$ cat src/rtl/lsu_dmem_master_if.sv
// lsu_dmem_master_if: request/response handshake and data-memory port of the
// load/store initiator. The master modport is the initiator's view; the slave
// modport is the view of whoever drives requests and models the memory.
interface lsu_dmem_master_if;
   logic        req_valid;
   logic        req_ready;
   logic        req_we;
   logic [2:0]  req_funct3;
   logic [31:0] req_addr;
   logic [31:0] req_wdata;
   logic        rsp_valid;
   logic [31:0] rsp_rdata;
   logic        rsp_err;
   logic [31:0] Addr;
   logic        MemRW;
   logic [31:0] DataW;
   logic [2:0]  whb;
   logic [31:0] DataR;

   modport master (
      input  req_valid, req_we, req_funct3, req_addr, req_wdata, DataR,
      output req_ready, rsp_valid, rsp_rdata, rsp_err, Addr, MemRW, DataW, whb
   );

   modport slave (
      output req_valid, req_we, req_funct3, req_addr, req_wdata, DataR,
      input  req_ready, rsp_valid, rsp_rdata, rsp_err, Addr, MemRW, DataW, whb
   );
endinterface

$ cat src/rtl/lsu_dmem_master.sv
// lsu_dmem_master: drives the data-memory port for one RISC-V load/store at a
// time. Misaligned words are split into two halfword accesses; the memory
// returns read data one cycle after the address, so each read holds Addr/whb
// for a second cycle. Optional macro LSU_MISALIGN_TRAP_EN turns misaligned
// word/halfword accesses into error responses instead of splitting them.
module lsu_dmem_master #(
   parameter int unsigned DMEM_WORDS = 32'd20001
) (
   input  logic              clk,
   input  logic              rst_n,
   lsu_dmem_master_if.master bus
);
   localparam logic [32:0] DMEM_BYTES = 33'(DMEM_WORDS) * 33'd4;

   typedef enum logic [2:0] {
      IDLE = 3'd0,
      ACC0 = 3'd1,
      DAT0 = 3'd2,
      ACC1 = 3'd3,
      DAT1 = 3'd4,
      RESP = 3'd5
   } state_t;

   // Access size in bytes for a funct3 code.
   function automatic logic [2:0] acc_size(input logic [2:0] f3);
      case (f3[1:0])
         2'b00:   return 3'd1;
         2'b01:   return 3'd2;
         default: return 3'd4;
      endcase
   endfunction

   // RISC-V funct3 to memory size code.
   function automatic logic [2:0] to_whb(input logic [2:0] f3);
      case (f3)
         3'b000:  return 3'b000;
         3'b001:  return 3'b001;
         3'b100:  return 3'b011;
         3'b101:  return 3'b100;
         default: return 3'b010;
      endcase
   endfunction

   function automatic logic is_illegal(input logic we, input logic [2:0] f3);
      if (we) begin
         return !((f3 == 3'b000) || (f3 == 3'b001) || (f3 == 3'b010));
      end else begin
         return (f3 == 3'b011) || (f3 == 3'b110) || (f3 == 3'b111);
      end
   endfunction

   // 33-bit last-byte address so an access near 0xFFFFFFFF cannot wrap.
   function automatic logic out_of_range(input logic [31:0] a, input logic [2:0] f3);
      logic [32:0] last_byte;
      last_byte = {1'b0, a} + {30'd0, acc_size(f3)} - 33'd1;
      return last_byte >= DMEM_BYTES;
   endfunction

`ifdef LSU_MISALIGN_TRAP_EN
   function automatic logic is_misaligned(input logic [31:0] a, input logic [2:0] f3);
      return ((f3 == 3'b010) && (a[1:0] != 2'b00)) || ((f3[1:0] == 2'b01) && a[0]);
   endfunction
`endif

   // Sign/zero extension of a single-access load result.
   function automatic logic [31:0] load_extend(input logic [2:0] f3, input logic [31:0] d);
      case (f3)
         3'b000:  return {{24{d[7]}}, d[7:0]};
         3'b001:  return {{16{d[15]}}, d[15:0]};
         3'b100:  return {24'd0, d[7:0]};
         3'b101:  return {16'd0, d[15:0]};
         default: return d;
      endcase
   endfunction

   state_t      state_r, state_nx_s;
   logic        we_r, we_nx_s;
   logic [2:0]  funct3_r, funct3_nx_s;
   logic [31:0] addr_r, addr_nx_s;
   logic [31:0] wdata_r, wdata_nx_s;
   logic        split_r, split_nx_s;
   logic [15:0] lo_r, lo_nx_s;
   logic [31:0] mem_addr_r, mem_addr_nx_s;
   logic        mem_rw_r, mem_rw_nx_s;
   logic [31:0] mem_wdata_r, mem_wdata_nx_s;
   logic [2:0]  whb_r, whb_nx_s;
   logic        rsp_valid_r, rsp_valid_nx_s;
   logic [31:0] rsp_rdata_r, rsp_rdata_nx_s;
   logic        rsp_err_r, rsp_err_nx_s;
   logic        req_bad_s;
   logic        req_split_s;

   // Classify the incoming request: rejected outright, or split into halves.
   always_comb begin
      req_bad_s = is_illegal(bus.req_we, bus.req_funct3) ||
                  out_of_range(bus.req_addr, bus.req_funct3);
`ifdef LSU_MISALIGN_TRAP_EN
      req_bad_s   = req_bad_s || is_misaligned(bus.req_addr, bus.req_funct3);
      req_split_s = 1'b0;
`else
      req_split_s = (bus.req_funct3 == 3'b010) && (bus.req_addr[1:0] != 2'b00);
`endif
   end

   // Next state and next values of every registered output.
   always_comb begin
      state_nx_s     = state_r;
      we_nx_s        = we_r;
      funct3_nx_s    = funct3_r;
      addr_nx_s      = addr_r;
      wdata_nx_s     = wdata_r;
      split_nx_s     = split_r;
      lo_nx_s        = lo_r;
      mem_addr_nx_s  = mem_addr_r;
      mem_rw_nx_s    = 1'b0;
      mem_wdata_nx_s = mem_wdata_r;
      whb_nx_s       = whb_r;
      rsp_valid_nx_s = 1'b0;
      rsp_rdata_nx_s = 32'd0;
      rsp_err_nx_s   = 1'b0;
      case (state_r)
         IDLE: begin
            if (bus.req_valid) begin
               we_nx_s     = bus.req_we;
               funct3_nx_s = bus.req_funct3;
               addr_nx_s   = bus.req_addr;
               wdata_nx_s  = bus.req_wdata;
               split_nx_s  = req_split_s;
               if (req_bad_s) begin
                  state_nx_s     = RESP;
                  rsp_valid_nx_s = 1'b1;
                  rsp_err_nx_s   = 1'b1;
               end else begin
                  state_nx_s    = ACC0;
                  mem_addr_nx_s = bus.req_addr;
                  mem_rw_nx_s   = bus.req_we;
                  if (req_split_s) begin
                     whb_nx_s       = bus.req_we ? 3'b001 : 3'b100;
                     mem_wdata_nx_s = {16'd0, bus.req_wdata[15:0]};
                  end else begin
                     whb_nx_s       = to_whb(bus.req_funct3);
                     mem_wdata_nx_s = bus.req_wdata;
                  end
               end
            end else begin
               state_nx_s = IDLE;
            end
         end
         ACC0: begin
            if (!we_r) begin
               state_nx_s = DAT0;
            end else if (split_r) begin
               state_nx_s     = ACC1;
               mem_addr_nx_s  = addr_r + 32'd2;
               mem_rw_nx_s    = 1'b1;
               whb_nx_s       = 3'b001;
               mem_wdata_nx_s = {16'd0, wdata_r[31:16]};
            end else begin
               state_nx_s     = RESP;
               rsp_valid_nx_s = 1'b1;
            end
         end
         DAT0: begin
            lo_nx_s = bus.DataR[15:0];
            if (split_r) begin
               state_nx_s     = ACC1;
               mem_addr_nx_s  = addr_r + 32'd2;
               whb_nx_s       = 3'b100;
               mem_wdata_nx_s = {16'd0, wdata_r[31:16]};
            end else begin
               state_nx_s     = RESP;
               rsp_valid_nx_s = 1'b1;
               rsp_rdata_nx_s = load_extend(funct3_r, bus.DataR);
            end
         end
         ACC1: begin
            if (we_r) begin
               state_nx_s     = RESP;
               rsp_valid_nx_s = 1'b1;
            end else begin
               state_nx_s = DAT1;
            end
         end
         DAT1: begin
            state_nx_s     = RESP;
            rsp_valid_nx_s = 1'b1;
            rsp_rdata_nx_s = {bus.DataR[15:0], lo_r};
         end
         RESP: begin
            state_nx_s = IDLE;
         end
         default: begin
            state_nx_s = IDLE;
         end
      endcase
   end

   // State and output registers; reset abandons any transaction in flight.
   always_ff @(posedge clk) begin
      if (!rst_n) begin
         state_r     <= IDLE;
         we_r        <= 1'b0;
         funct3_r    <= 3'b000;
         addr_r      <= 32'd0;
         wdata_r     <= 32'd0;
         split_r     <= 1'b0;
         lo_r        <= 16'd0;
         mem_addr_r  <= 32'd0;
         mem_rw_r    <= 1'b0;
         mem_wdata_r <= 32'd0;
         whb_r       <= 3'b010;
         rsp_valid_r <= 1'b0;
         rsp_rdata_r <= 32'd0;
         rsp_err_r   <= 1'b0;
      end else begin
         state_r     <= state_nx_s;
         we_r        <= we_nx_s;
         funct3_r    <= funct3_nx_s;
         addr_r      <= addr_nx_s;
         wdata_r     <= wdata_nx_s;
         split_r     <= split_nx_s;
         lo_r        <= lo_nx_s;
         mem_addr_r  <= mem_addr_nx_s;
         mem_rw_r    <= mem_rw_nx_s;
         mem_wdata_r <= mem_wdata_nx_s;
         whb_r       <= whb_nx_s;
         rsp_valid_r <= rsp_valid_nx_s;
         rsp_rdata_r <= rsp_rdata_nx_s;
         rsp_err_r   <= rsp_err_nx_s;
      end
   end

   assign bus.req_ready = (state_r == IDLE) && rst_n;
   assign bus.rsp_valid = rsp_valid_r;
   assign bus.rsp_rdata = rsp_rdata_r;
   assign bus.rsp_err   = rsp_err_r;
   assign bus.Addr      = mem_addr_r;
   assign bus.MemRW     = mem_rw_r;
   assign bus.DataW     = mem_wdata_r;
   assign bus.whb       = whb_r;
endmodule

$ cat src/flat_wrapper.sv
// flat-port wrapper written by rule: the top's interface ports become plain ports
module lsu_dmem_master_flat 
#(
   parameter int unsigned DMEM_WORDS = 32'd20001
)
  (clk, rst_n, bus_req_valid, bus_req_we, bus_req_funct3, bus_req_addr, bus_req_wdata, bus_DataR, bus_req_ready, bus_rsp_valid, bus_rsp_rdata, bus_rsp_err, bus_Addr, bus_MemRW, bus_DataW, bus_whb);
  lsu_dmem_master_if bus_i ();
  input  logic clk;
  input  logic rst_n;
  input wire logic [$bits(bus_i.req_valid)-1:0] bus_req_valid;
  input wire logic [$bits(bus_i.req_we)-1:0] bus_req_we;
  input wire logic [$bits(bus_i.req_funct3)-1:0] bus_req_funct3;
  input wire logic [$bits(bus_i.req_addr)-1:0] bus_req_addr;
  input wire logic [$bits(bus_i.req_wdata)-1:0] bus_req_wdata;
  input wire logic [$bits(bus_i.DataR)-1:0] bus_DataR;
  output wire logic [$bits(bus_i.req_ready)-1:0] bus_req_ready;
  output wire logic [$bits(bus_i.rsp_valid)-1:0] bus_rsp_valid;
  output wire logic [$bits(bus_i.rsp_rdata)-1:0] bus_rsp_rdata;
  output wire logic [$bits(bus_i.rsp_err)-1:0] bus_rsp_err;
  output wire logic [$bits(bus_i.Addr)-1:0] bus_Addr;
  output wire logic [$bits(bus_i.MemRW)-1:0] bus_MemRW;
  output wire logic [$bits(bus_i.DataW)-1:0] bus_DataW;
  output wire logic [$bits(bus_i.whb)-1:0] bus_whb;
  assign bus_i.req_valid = bus_req_valid;
  assign bus_i.req_we = bus_req_we;
  assign bus_i.req_funct3 = bus_req_funct3;
  assign bus_i.req_addr = bus_req_addr;
  assign bus_i.req_wdata = bus_req_wdata;
  assign bus_i.DataR = bus_DataR;
  assign bus_req_ready = bus_i.req_ready;
  assign bus_rsp_valid = bus_i.rsp_valid;
  assign bus_rsp_rdata = bus_i.rsp_rdata;
  assign bus_rsp_err = bus_i.rsp_err;
  assign bus_Addr = bus_i.Addr;
  assign bus_MemRW = bus_i.MemRW;
  assign bus_DataW = bus_i.DataW;
  assign bus_whb = bus_i.whb;
  lsu_dmem_master #(.DMEM_WORDS(DMEM_WORDS)) u_core (.clk(clk), .rst_n(rst_n), .bus(bus_i));
endmodule
$ cat config.mk
export PLATFORM = sky130hd
export DESIGN_NAME = lsu_dmem_master_flat
export DESIGN_NICKNAME = d
export VERILOG_FILES = /design/src/rtl/lsu_dmem_master_if.sv /design/src/rtl/lsu_dmem_master.sv /design/src/flat_wrapper.sv
export SDC_FILE = /design/constraint.sdc
export NUM_CORES = 1
export LEC_CHECK = 0
export ABC_AREA = 1
export CAP_MARGIN = 15
export CORE_ASPECT_RATIO = 1.5
export CORE_MARGIN = 5
export CORE_UTILIZATION = 30
export CTS_BUF_LIST = sky130_fd_sc_hd__clkbuf_8
export DETAILED_ROUTE_END_ITERATION = 12
export DONT_BUFFER_PORTS = 1
export GPL_ROUTABILITY_DRIVEN = 1
export PLACE_DENSITY = 0.45
export SYNTH_ARGS = -nofsm -noshare
export SYNTH_HDL_FRONTEND = slang
export SYNTH_SLANG_ARGS = --single-unit
$ cat constraint.sdc
create_clock -name clk -period 5.1 [get_ports clk]
set_clock_uncertainty 0.2 [all_clocks]
set_input_delay 0.51 -clock clk [delete_from_list [all_inputs] [get_ports clk]]
set_output_delay 0.51 -clock clk [all_outputs]
set_load 0.01 [all_outputs]
Figure 1. Sizing map.
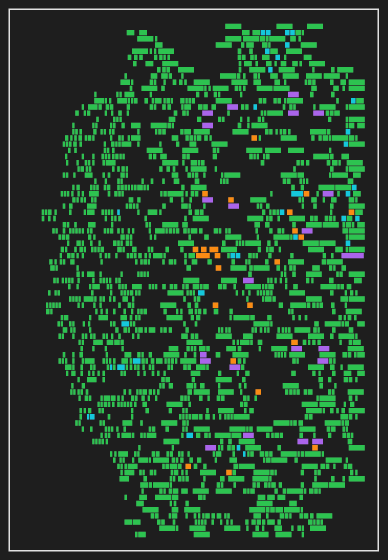
[green] x1 and smaller | cells: 1565
[orange] x3 and x4 | cells: 23
[cyan] x2 | cells: 33
[purple] x6 and larger | cells: 22
Synth-to-Final Area Change: 12.05%
Post-Layout Inst Area: 0.01155 mm^2

==> run_results.csv <==
group,metric,value,unit
clock_network,cts.sinks,174,
floorplanning,die_w,161.4,um
floorplanning,die_y,237.0,um
outcome,status,"finished clean",
setup_path,cp_cell_sequence,"dlygate4sd3_1 -> inv_1 -> nor2_1 -> inv_1 -> ha_1 -> inv_1 -> ha_1 -> fa_1 -> nand3_1 -> nand3_1 -> nand2_1 -> nand2_1 -> nand2_1 -> nand3b_1 -> nand2_1 -> nand2_1 -> nor2_1 -> nand3_1 -> nor2_1 -> nand2_1 -> nand2_4 -> buf_4 -> nand4_1 -> a21oi_1",
drt,antenna_left,0,
power_and_ir_drop,pwr-share-seq,0.445,
placed_design,pre_cts_ws,0.5932,ns
setup_path,arrival,4.87,ns
setup_path,ff2ff_setup_slack,1.75,ns
worst_hold_path,whs_endpoint,"u_core.addr_r[18]",
placed_design,place_hpwl,28210,um
drt,top_signal_layer_used,"met4",
synth,ys_seq_frac,0.3379,
layout,comb_share,0.4878,
final_timing,max_freq,213.7,MHz
layout,buf_share,0.05632,
synth,top_cell,"nand2_1",
setup_path,path_depth,24,
setup_path,worstSetupStartpoint,"bus_req_funct3[0]",
synth,ys_sh_simple,0.3153,
final_timing,finalSetupTns,0,ns
layout,register_area,0.003483,mm^2
global_routing,antenna_found_initial,1,
clock_network,cts_root_buf,"clkbuf_8",
layout,seq_share,0.3015,
synth,top_area_cell,"dfxtp_1",
setup_path,reg2reg_from,"u_core.state_r[2]",
floorplanning,core_util_floorplan,0.3027,
run,warnings,28,
layout,largestClassByArea,"logic gates",
drt,wl_met1,14820,um
drt,dr.pass1.iters,5,
setup_path,cpMostUsedCell,"nand2_1",
layout,comb.multi_input.count,1131,
global_routing,grt_pass1_vias,10380,
drt,drt_iter0_drc,643,
floorplanning,core,0.03406,mm^2
clock_network,post_cts_buffers,0,
final_timing,max_slew_margin,0.2887,
layout,final_util,0.3391,
clock_network,cts_resized,0,
setup_path,crit_required,5.29,ns
synth,top_cells_by_area,"dfxtp_1 (34%), nand2_1 (16%), inv_1 (8.6%), a21oi_1 (7.7%), o21ai_0 (5.3%)",
synth,muxShareOfSynthArea,0,
final_timing,setup_viol,0,
drt,drc,0,
synth,fp_nets,1758,
global_routing,grt_max_degree,80,
synth,synthXorXnorAreaFrac,0.02549,
clock_network,clk_path_buf_depth,2,
setup_path,start_kind,"input pin",
Figure 2. Wire density map.
The bar under the picture is 50 um long. The die is cut into 16 by 24 equal tiles; dark blue is low, red is high, scaled to the fullest tile. Values are wire area over tile area, all layers added.
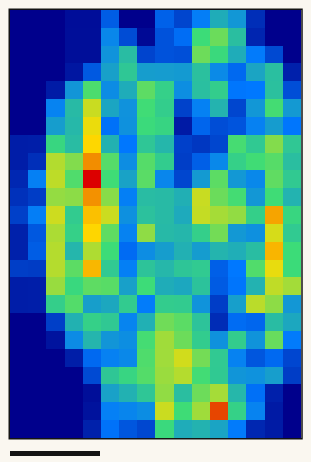
mean over tiles: 0.16
fullest tile: 0.49
nearly empty tiles: 14%
tiles over half the peak: 22%
WL per Instance: 18.33 um
total length of routed wires: 37920 um
DR vias: 10280

No activity file was given, so power comes from the tool's default toggle rates.
